==> config.mk <==
export PLATFORM = sky130hd
export DESIGN_NAME = uart_rx_param_flat
export DESIGN_NICKNAME = d
export VERILOG_FILES = /design/src/rtl/uart_rx_param_if.sv /design/src/rtl/uart_rx_param.sv /design/src/flat_wrapper.sv
export SDC_FILE = /design/constraint.sdc
export NUM_CORES = 1
export LEC_CHECK = 0
export CAP_MARGIN = 15
export CORE_MARGIN = 3
export CORE_UTILIZATION = 60
export DETAILED_ROUTE_END_ITERATION = 8
export PLACE_DENSITY = 0.82
export RECOVER_POWER = 25
export SKIP_CTS_REPAIR_TIMING = 1
export SLEW_MARGIN = 20
export SYNTH_ARGS = -nofsm -noshare
export SYNTH_HDL_FRONTEND = slang
export SYNTH_SLANG_ARGS = --single-unit
export TNS_END_PERCENT = 30
==> constraint.sdc <==
create_clock -name clk -period 4.6 [get_ports clk]
set_input_delay 0.92 -clock clk [delete_from_list [all_inputs] [get_ports clk]]
set_output_delay 0.92 -clock clk [all_outputs]
set_load 0.1 [all_outputs]
Figure 1. Power grid (run 1).
Drawn at 4 px/µm. Pins as bars on the die edge. Tap cells in gray.
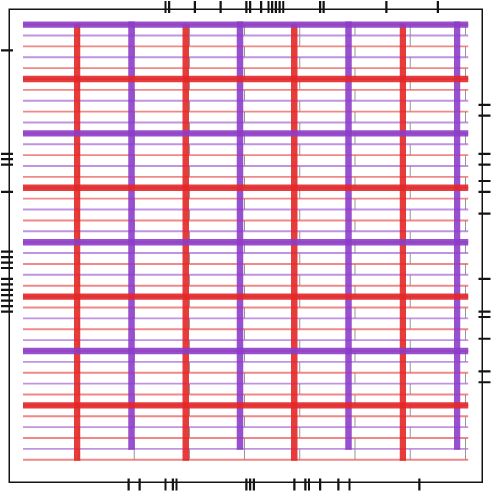
- red: VSS
- purple: VDD
- tap cells: 168
- met4 straps: 8
- met5 straps: 8
Max VDD drop: 0.219 mV
die width: 118 µm

Figure 2. Placement by cell class (run 1).
Drawn at 4 px/µm. Fill, decap, tap and diode cells in gray.
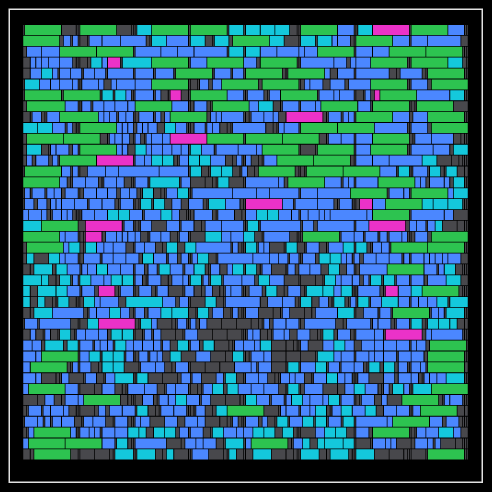
- cyan: remaining buffers and delay cells (cells 204; share of their area 18%)
- magenta: clock drivers and dummy loads (cells 16; share of their area 3.0%)
- blue: remaining logic cells (cells 636; share of their area 52%)
- green: registers (cells 100; share of their area 26%)
Seq/total area: 25.8%
fin area: 9730 µm²
Core Footprint: 12100 µm²

Figure 3. Clock network drawn from the DEF (run 1).
Drawn at 3 px/µm.
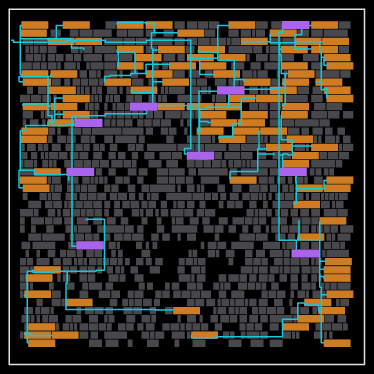
- cyan: clock wires (length 1240 µm)
- orange: flip-flops (count 100)
- purple: clock-net drivers (count 9)
- routed clock nets: 10
final worst clock skew: 12.6 ps
Clk pwr share: 32.2%
Clock Latency Late Sink: 360 ps

Figure 4. Wiring by layer (run 1).
Drawn at 4 px/µm.
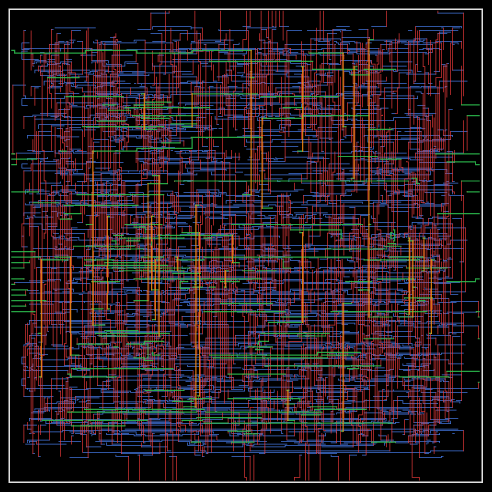
- green: M3 (wire length 1750 µm)
- orange: M4 (wire length 666 µm)
- red: M2 (wire length 11600 µm)
- blue: M1 (wire length 10500 µm)
Via Count: 7041
drt total wl: 24.5 mm
Total Routing Usage GR: 34.8%
Routed WL per cell: 21.8 µm

==> qor.csv, run 1 <==
stage,metric,value,unit
placed_design,Detailed Place HPWL,18.2,mm
cts,Max Root-Sink Buffers,2,
detailed_routing,vias per cell,6.26,
flow_run,max_cap viols,1,
critical_path,Slowest Stage Delay on Critical Path,370,ps
critical_path,CP Buf/Inv Count,6,
synth,cells in synth_stat.txt,790,
timing,Final Max Tran Viols,56,
final_layout,nets@finish,1004,
synth,"area leader, netlist",dfrtp_1,
critical_path,Worst R2R Setup Slack,1090,ps
critical_path,crit path launch type,primary input,
critical_path,critical path depth,21,
detailed_routing,metal2 WL,11.6,mm
synth,Synth Seq Share,33.3,%
critical_path,crit-path leading delay family,simple AND/OR/NAND/NOR gates,
status,status,"complete, but fails checks",
critical_path,crit-path cells,dlymetal6s2s_1 > nor4_4 > nand4_1 > buf_6 > o21ai_4 > inv_2 > buf_4 > ha_4 > buf_4 > nor3_1 > o221ai_1 > nor4b_4 > nand3_4 > a211oi_4 > o2111ai_2 > nor3_2 > ha_2 > inv_2 > fa_2 > xnor2_2 > xnor2_1,
final_layout,ANT cells,0,
floorplanning,die area,13900,µm²
global_routing,global-route wire length before repair,38.4,mm
power,Static Leakage,0.00453,µW
status,failing checks,"capacitance limit, slew limit",
detailed_routing,antenna-violating nets left,0,
synth,post-synth cell types,91,
cts,depth of the CTS H-tree,3,
Figure 5. Congestion heat map (run 1).
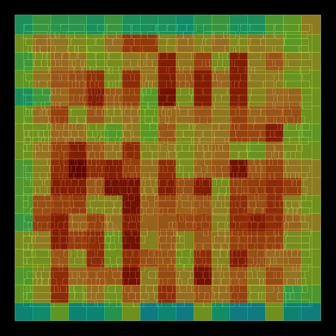

==> run 2, diff against run 1 <==
--- a/config.mk
+++ b/config.mk
@@ -5,10 +5,10 @@
 export SDC_FILE = /design/constraint.sdc
 export NUM_CORES = 1
 export LEC_CHECK = 0
-export CAP_MARGIN = 15
 export CORE_MARGIN = 3
 export CORE_UTILIZATION = 60
 export DETAILED_ROUTE_END_ITERATION = 8
+export GPL_TIMING_DRIVEN = 0
 export PLACE_DENSITY = 0.82
 export RECOVER_POWER = 25
 export SKIP_CTS_REPAIR_TIMING = 1
Figure 6. Congestion heat map (run 2).
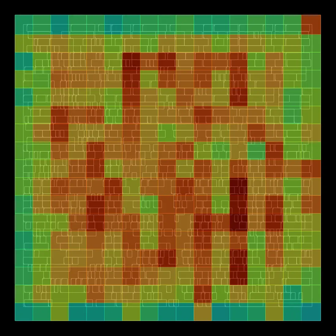
GRT met2 Usage: 48.8%
Routed WL per cell: 21.0 µm

==> qor.csv, run 2 <==
stage,metric,value,unit
status,status,"complete, but fails checks",
status,failing checks,"capacitance limit, slew limit, setup timing",
placed_design,placed inst area,8330,µm²
cts,Max Root-Sink Buffers,2,
synth,Synth warnings,0,
final_layout,fin area,9150,µm²
final_layout,nets@finish,937,
critical_path,CP Buf/Inv Count,5,
timing,endpoints failing setup,53,
detailed_routing,Via Count,6678,
power,Static Leakage,0.00401,µW
detailed_routing,drt total wl,22.2,mm
timing,Final Max Tran Viols,74,
timing,final worst slack,-261,ps
global_routing,global-route wire length before repair,34.3,mm
synth,cells in synth_stat.txt,790,
final_layout,Seq/total area,27.4,%
critical_path,Worst R2R Setup Slack,930,ps
critical_path,crit path launch type,primary input,
floorplanning,Core Footprint,12100,µm²
detailed_routing,antenna-violating nets left,0,
power,Clk pwr share,34.0,%
timing,RSZ-0062 raised after global routing,yes,
critical_path,critical path depth,21,
final_layout,max FFs per register,40,
critical_path,crit-path cells,buf_6 > nor4_4 > nand4_1 > buf_6 > o21ai_4 > inv_2 > ha_4 > nor3b_4 > buf_8 > a21oi_2 > o211ai_1 > o211a_1 > or4_4 > a211oi_2 > o2111ai_2 > nor3_2 > ha_2 > inv_2 > fa_2 > xnor2_2 > xnor2_1,
detailed_routing,metal2 WL,10.4,mm
synth,post-synth cell types,91,
power,Max VDD drop,0.209,mV
synth,main logic family after synthesis,simple AND/OR/NAND/NOR gates,
global_routing,Total Routing Usage GR,31.0,%
flow_run,max_cap viols,1,
synth,Synth Seq Share,33.3,%
floorplanning,die width,118,µm
critical_path,crit-path leading delay family,simple AND/OR/NAND/NOR gates,
timing,Final period util,106,%
detailed_routing,vias per cell,6.32,
floorplanning,die area,13900,µm²
cts,Clock Latency Late Sink,370,ps
placed_design,Detailed Place HPWL,16.2,mm
timing,Slew @ Worst Pin,1750,ps
cts,depth of the CTS H-tree,3,
Power figures rest on the tool's default switching activity, not on a simulated workload.
